--- config.mk ---
export PLATFORM = sky130hd
export DESIGN_NAME = rom_word_serializer
export DESIGN_NICKNAME = d
export VERILOG_FILES = /design/src/rtl/cadc_pkg.sv /design/src/rtl/rom_word_serializer_addr_gen.sv /design/src/rtl/rom_word_serializer.sv
export SDC_FILE = /design/constraint.sdc
export NUM_CORES = 1
export LEC_CHECK = 0
export CAP_MARGIN = 20
export CORE_ASPECT_RATIO = 0.75
export CORE_MARGIN = 4
export CORE_UTILIZATION = 49
export CTS_CLUSTER_SIZE = 14
export DETAILED_ROUTE_END_ITERATION = 12
export GPL_ROUTABILITY_DRIVEN = 0
export PLACE_DENSITY_LB_ADDON = 0.25
export SLEW_MARGIN = 15
export SYNTH_ARGS = -nofsm -noshare
export SYNTH_HDL_FRONTEND = slang
export SYNTH_SLANG_ARGS = --single-unit
--- constraint.sdc ---
create_clock -name clk -period 2.22 [get_ports clk]
set_input_delay 0.444 -clock clk [delete_from_list [all_inputs] [get_ports clk]]
set_output_delay 0.444 -clock clk [all_outputs]
set_load 0.03 [all_outputs]
--- src/rtl/cadc_pkg.sv ---
// Shared widths and serializer state type for the CADC microprogram serial path.
package cadc_pkg;
    localparam int CADC_WORD_W = 20;
    localparam int CADC_ADDR_W = 7;

    typedef enum logic [1:0] {
        IDLE,
        FETCH,
        SHIFT
    } ser_state_t;
endpackage

--- src/rtl/rom_word_serializer_addr_gen.sv ---
// ROM address sequencer: registered address, wrap-around increment, one pending jump
// slot that redirects the next prefetch, and a pulse on the natural 127 -> 0 wrap.
module rom_addr_gen
    import cadc_pkg::*;
#(
    parameter int ADDR_W = CADC_ADDR_W
) (
    input  logic              clk,
    input  logic              rst,
    input  logic              load,
    input  logic              latch,
    input  logic              advance,
    input  logic [ADDR_W-1:0] jump_addr,
    output logic [ADDR_W-1:0] addr,
    output logic              wrap
);
    logic              pend_valid;
    logic [ADDR_W-1:0] pend_addr;

    // A jump arriving on the same edge as an advance wins over any older pending target.
    always_ff @(posedge clk) begin
        if (rst) begin
            addr       <= '0;
            pend_valid <= 1'b0;
            pend_addr  <= '0;
            wrap       <= 1'b0;
        end else begin
            wrap <= 1'b0;
            if (load) begin
                addr       <= jump_addr;
                pend_valid <= 1'b0;
            end else if (advance) begin
                pend_valid <= 1'b0;
                if (latch) begin
                    addr <= jump_addr;
                end else if (pend_valid) begin
                    addr <= pend_addr;
                end else begin
                    addr <= addr + ADDR_W'(1);
                    wrap <= (addr == '1);
                end
            end else if (latch) begin
                pend_valid <= 1'b1;
                pend_addr  <= jump_addr;
            end
        end
    end
endmodule

--- src/rtl/rom_word_serializer.sv ---
// Serializes CADC microprogram ROM words LSB-first on bit_en strobes, prefetching the
// next word into a hold register while the current one shifts so words abut.
module rom_word_serializer
    import cadc_pkg::*;
#(
    parameter int WORD_W  = CADC_WORD_W,
    parameter int ADDR_W  = CADC_ADDR_W,
    parameter int ROM_LAT = 1
) (
    input  logic              clk,
    input  logic              rst,
    input  logic              bit_en,
    input  logic              run,
    input  logic              jump_valid,
    input  logic [ADDR_W-1:0] jump_addr,
    output logic [ADDR_W-1:0] rom_addr,
    input  logic [WORD_W-1:0] rom_data,
    output logic              ser_out,
    output logic              word_sync,
    output logic              word_mark,
    output logic              busy,
    output logic              addr_wrap,
    output logic              underrun
);
    localparam int CNT_W = $clog2(WORD_W);
    localparam int LAT_W = $clog2(ROM_LAT + 1);
    localparam logic [CNT_W-1:0] BIT_LAST = CNT_W'(WORD_W - 1);
    localparam logic [LAT_W-1:0] LAT_LAST = LAT_W'(ROM_LAT);

    ser_state_t        state;
    logic [WORD_W-1:0] sreg;
    logic [WORD_W-1:0] hold;
    logic              hold_valid;
    logic              pf_busy;
    logic [CNT_W-1:0]  bit_cnt;
    logic [LAT_W-1:0]  lat_cnt;
    logic              is_idle;
    logic              advance;

    assign is_idle = (state == IDLE);
    assign advance = (state == SHIFT) && bit_en && (bit_cnt == '0);

    rom_addr_gen #(
        .ADDR_W(ADDR_W)
    ) u_addr_gen (
        .clk      (clk),
        .rst      (rst),
        .load     (is_idle && jump_valid),
        .latch    (!is_idle && jump_valid),
        .advance  (advance),
        .jump_addr(jump_addr),
        .addr     (rom_addr),
        .wrap     (addr_wrap)
    );

    // Data is sampled ROM_LAT+1 edges after the address edge: ROM_LAT for the ROM
    // itself plus the capture edge. FETCH and prefetch never overlap, so they share
    // lat_cnt.
    always_ff @(posedge clk) begin
        if (rst) begin
            state      <= IDLE;
            sreg       <= '0;
            hold       <= '0;
            hold_valid <= 1'b0;
            pf_busy    <= 1'b0;
            bit_cnt    <= '0;
            lat_cnt    <= '0;
            ser_out    <= 1'b0;
            word_sync  <= 1'b0;
            word_mark  <= 1'b0;
            busy       <= 1'b0;
            underrun   <= 1'b0;
        end else begin
            case (state)
                IDLE: begin
                    if (run) begin
                        state   <= FETCH;
                        busy    <= 1'b1;
                        lat_cnt <= '0;
                    end
                end
                FETCH: begin
                    if (lat_cnt == LAT_LAST) begin
                        sreg    <= rom_data;
                        bit_cnt <= '0;
                        state   <= SHIFT;
                    end else begin
                        lat_cnt <= lat_cnt + LAT_W'(1);
                    end
                end
                SHIFT: begin
                    if (pf_busy) begin
                        if (lat_cnt == LAT_LAST) begin
                            hold       <= rom_data;
                            hold_valid <= 1'b1;
                            pf_busy    <= 1'b0;
                        end else begin
                            lat_cnt <= lat_cnt + LAT_W'(1);
                        end
                    end
                    if (bit_en) begin
                        ser_out   <= sreg[0];
                        word_sync <= (bit_cnt == '0);
                        word_mark <= (bit_cnt == BIT_LAST);
                        if (bit_cnt == '0) begin
                            pf_busy <= 1'b1;
                            lat_cnt <= '0;
                        end
                        // The last bit decides whether the stream continues, stops, or starves.
                        if (bit_cnt != BIT_LAST) begin
                            sreg    <= sreg >> 1;
                            bit_cnt <= bit_cnt + CNT_W'(1);
                        end else if (!run) begin
                            state      <= IDLE;
                            busy       <= 1'b0;
                            hold_valid <= 1'b0;
                            pf_busy    <= 1'b0;
                        end else if (hold_valid) begin
                            sreg       <= hold;
                            hold_valid <= 1'b0;
                            bit_cnt    <= '0;
                        end else begin
                            underrun <= 1'b1;
                            state    <= IDLE;
                            busy     <= 1'b0;
                            pf_busy  <= 1'b0;
                        end
                    end
                end
                default: begin
                    state <= IDLE;
                    busy  <= 1'b0;
                end
            endcase
        end
    end
endmodule

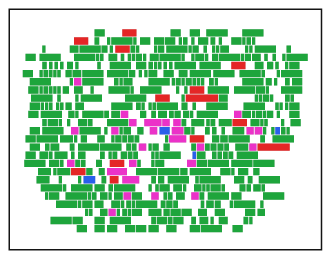
Run 1: cell sizes after repair
(3 px per um)
colour	size	cells
green	x1 and smaller	428
red	x6 and larger	13
magenta	x3 and x4	26
blue	x2	4
fin area: 4150 sq um
Area Growth Syn to Fin: 23.7%

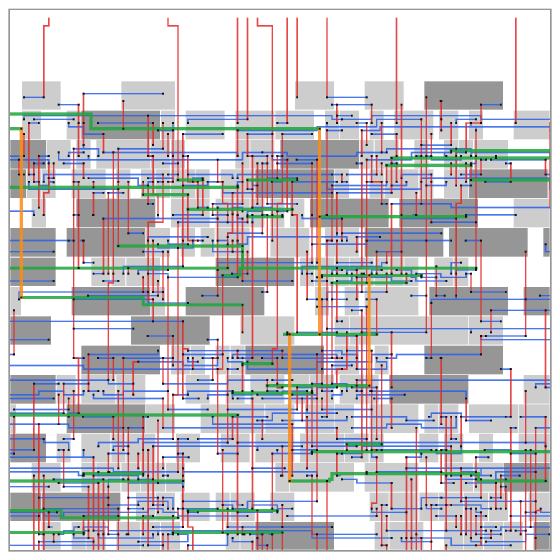
Run 1: zoomed window
Region (27, 30) to (77, 80) um. Cells in grey, sequential cells in the stronger grey; small squares are vias.
colour	layer
orange	M4
red	M2
green	M3
blue	M1
cells with their middle in the window	185
netlist names of flops here include	sreg (14), hold (8), bit_cnt (3)
most frequent	nand2_1 (41), dfxtp_1 (28), a21oi_1 (19)
sequential cells in the window	28

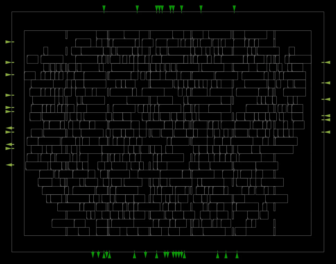
Run 1: placement view
Tapcells: 81
Fill cells: 561
register share of the cell area: 0.342

==> out/metrics.cfg, run 1 <==
[timing]
clock.fmax_ghz = 0.502
rsz0062_at_grt = no

[power]
pg_comb_mw = 1.48
maxPowerGroup = sequential cells
swShare = 0.350
p_comb_frac = 0.339
clock_power_mw = 1.18
vdd_drop_max_uv = 570

[status]
run_status = completed

[clock_tree]
clock.latency.late_pin_ns = 0.35
cts_tree = done
clk_pin_slew_ns = 0.07
cts_setup_buffers = 0

[layout]
buf_share = 0.137
seq_cell_count = 71
comb_cells = 311
inverters = 11

[setup_path]
cp.depth = 7
reg2reg_slack_ns = 0.23
crit_family = AND-OR/OR-AND gates
r2r-start = state[0]$_SDFFE_PP0P_
end_kind = register
cp.required_ns = 2.45
r2r_end = u_addr_gen.addr[6]$_SDFFE_PP0P_

[synth]
xor_area_frac = 0.00782
yosysUniqueCellTypes = 49
topCombFamilyByArea = AND-OR/OR-AND gates
yosys.area_share.aoi = 0.230
yosys-stat-cells = 419

[run]
warning_count = 31

[detailed_routing]
wl_met3_um = 764
postRouteWirelength_mm = 8.25

[global_route]
grtUsageMet1 = 0.284
grt_antenna_before_repair = 0
grtUsageMet2 = 0.320

[placement]
dp_hpwl_mm = 5.83

Run 1, supply network:
(4 px per um) Pins as bars on the die edge.
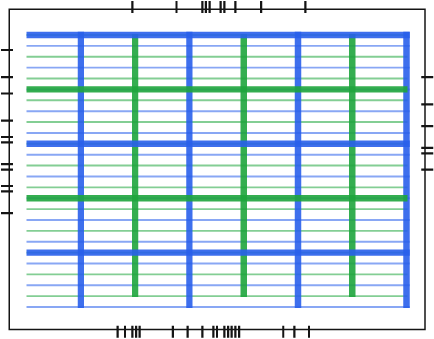

==> run 2, diff against run 1 <==
--- a/config.mk
+++ b/config.mk
@@ -6,9 +6,11 @@
 export NUM_CORES = 1
 export LEC_CHECK = 0
 export CAP_MARGIN = 20
+export CELL_PAD_IN_SITES_DETAIL_PLACEMENT = 0
+export CELL_PAD_IN_SITES_GLOBAL_PLACEMENT = 1
 export CORE_ASPECT_RATIO = 0.75
 export CORE_MARGIN = 4
-export CORE_UTILIZATION = 49
+export CORE_UTILIZATION = 40
 export CTS_CLUSTER_SIZE = 14
 export DETAILED_ROUTE_END_ITERATION = 12
 export GPL_ROUTABILITY_DRIVEN = 0
==> constraint.sdc (replaced) <==
create_clock -name clk -period 2.1 [get_ports clk]
set_input_delay 0.42 -clock clk [delete_from_list [all_inputs] [get_ports clk]]
set_output_delay 0.42 -clock clk [all_outputs]
set_load 0.03 [all_outputs]
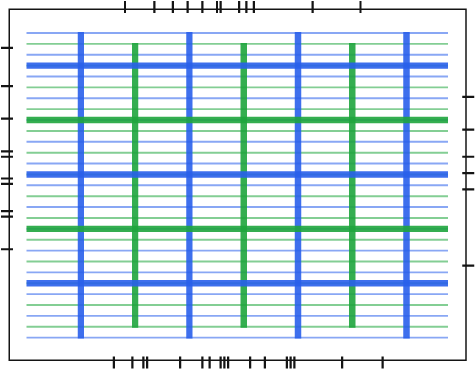
Run 2: supply network
(4 px per um) Pins as bars on the die edge.
colour	net
blue	VSS
green	VDD
met1 rails	29
rows	28
Die Height: 87.4 um
VDD IR-drop max: 678 uV

==> run 2 against run 1 <==
Effect of this change:
- first-iteration DRC count fell by 45%
- sequential cell count did not move
- utilization shrank 12 points
- cell area grew 0.30%
- clock-buffer cell count increased by 2
- worst setup slack lost 0.13 ns
- combinational power increased by about 10%
- worst hold slack got worse by 0.029 ns
- global-route usage shrank 1.7 points
- die size rose by 20%
- sequential power up 5%
- final cell count increased by 4.3%
- critical path type unchanged
- critical endpoint unchanged
- largest cell class unchanged
==> out/metrics.cfg, run 2 <==
[layout]
buf_share = 0.143  ; +0.00560
sh_comb_area = 0.429
sh_seq_area = 0.341  ; -0.00103
fillCellCount = 780  ; +39%
final_area_sq_um = 4170  ; +0.30%
comb_cells = 311  ; unchanged

[detailed_routing]
wl_met3_um = 551  ; -28%
postRouteWirelength_mm = 8.76  ; +6.2%

[floorplan]
chip_area_sq_um = 9940
tap_cells = 105  ; +30%

[synth]
yosysUniqueCellTypes = 49  ; unchanged
topCombFamilyByArea = AND-OR/OR-AND gates
yosys.area_share.aoi = 0.230  ; unchanged
xor_area_frac = 0.00782  ; unchanged

[run]
warning_count = 31  ; unchanged

[power]
maxPowerGroup = sequential cells
pg_comb_mw = 1.64  ; +10%
clock_power_mw = 1.09  ; -8%
p_comb_frac = 0.362  ; +0.023

[timing]
clock.fmax_ghz = 0.499  ; -0.57%

[global_route]
grt_antenna_before_repair = 0  ; unchanged
grtUsageMet2 = 0.267  ; -0.0531

[setup_path]
crit_family = AND-OR/OR-AND gates
cp.depth = 6  ; -1
r2r_end = u_addr_gen.addr[6]$_SDFFE_PP0P_
r2r-start = bit_cnt[0]$_SDFFE_PP0P_
cp.required_ns = 2.34  ; -0.11 ns

[clock_tree]
cts_tree = done
cts_setup_buffers = 0  ; unchanged
clock.latency.late_pin_ns = 0.36  ; about the same
clk_pin_slew_ns = 0.07  ; about the same

[status]
run_status = completed

==> run 3, diff against run 2 <==
--- a/config.mk
+++ b/config.mk
@@ -5,7 +5,7 @@
 export SDC_FILE = /design/constraint.sdc
 export NUM_CORES = 1
 export LEC_CHECK = 0
-export CAP_MARGIN = 20
+export CAP_MARGIN = 40
 export CELL_PAD_IN_SITES_DETAIL_PLACEMENT = 0
 export CELL_PAD_IN_SITES_GLOBAL_PLACEMENT = 1
 export CORE_ASPECT_RATIO = 0.75
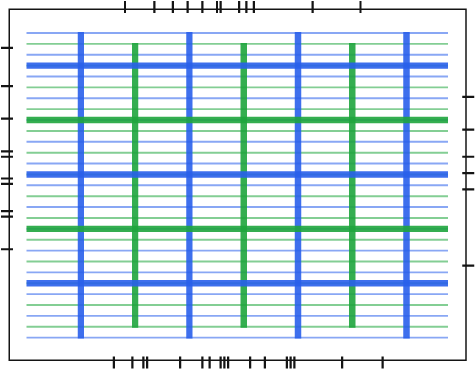
Run 3: supply network
(4 px per um) Pins as bars on the die edge.
colour	net
blue	VSS
green	VDD
met1 rails	29
signal pins	45
met5 straps	5
Core Region: 8020 sq um
die width: 114 um

==> run 3 against run 2 <==
Effect of this change:
- power did not move
- sequential cell count did not move
- combinational power barely moved
- worst setup slack did not move
- sequential share of layout area did not move
- die size did not move
- sequential power barely moved
- highest routed layer unchanged
==> out/metrics.cfg, run 3 <==
[status]
run_status = completed

[global_route]
grt_antenna_before_repair = 0  ; unchanged
grtUsageMet2 = 0.267  ; unchanged

[layout]
sh_comb_area = 0.429  ; unchanged
final_area_sq_um = 4170  ; unchanged
fillCellCount = 780  ; unchanged
comb_cells = 311  ; unchanged

[setup_path]
r2r-start = bit_cnt[0]$_SDFFE_PP0P_
crit_family = AND-OR/OR-AND gates
cp.depth = 6  ; unchanged
cp.required_ns = 2.34  ; about the same
r2r_end = u_addr_gen.addr[6]$_SDFFE_PP0P_

[floorplan]
tap_cells = 105  ; unchanged
chip_area_sq_um = 9940  ; unchanged

[detailed_routing]
postRouteWirelength_mm = 8.76  ; unchanged
wl_met3_um = 551  ; unchanged

[synth]
yosysUniqueCellTypes = 49  ; unchanged
yosys.area_share.aoi = 0.230  ; unchanged
synthTopCellsByCount = nand2_1 (99), dfxtp_1 (71), a21oi_1 (38), nor2_1 (36), a31oi_1 (23)
topCombFamilyByArea = AND-OR/OR-AND gates

[power]
pg_comb_mw = 1.64  ; about the same
clock_power_mw = 1.09  ; about the same
maxPowerGroup = sequential cells
p_comb_frac = 0.362  ; about the same

[clock_tree]
clk_pin_slew_ns = 0.07  ; about the same
cts_setup_buffers = 0  ; unchanged
clock.latency.late_pin_ns = 0.36  ; about the same
cts_tree = done

[run]
warning_count = 31  ; unchanged

Power figures rest on the tool's default switching activity, not on a simulated workload.
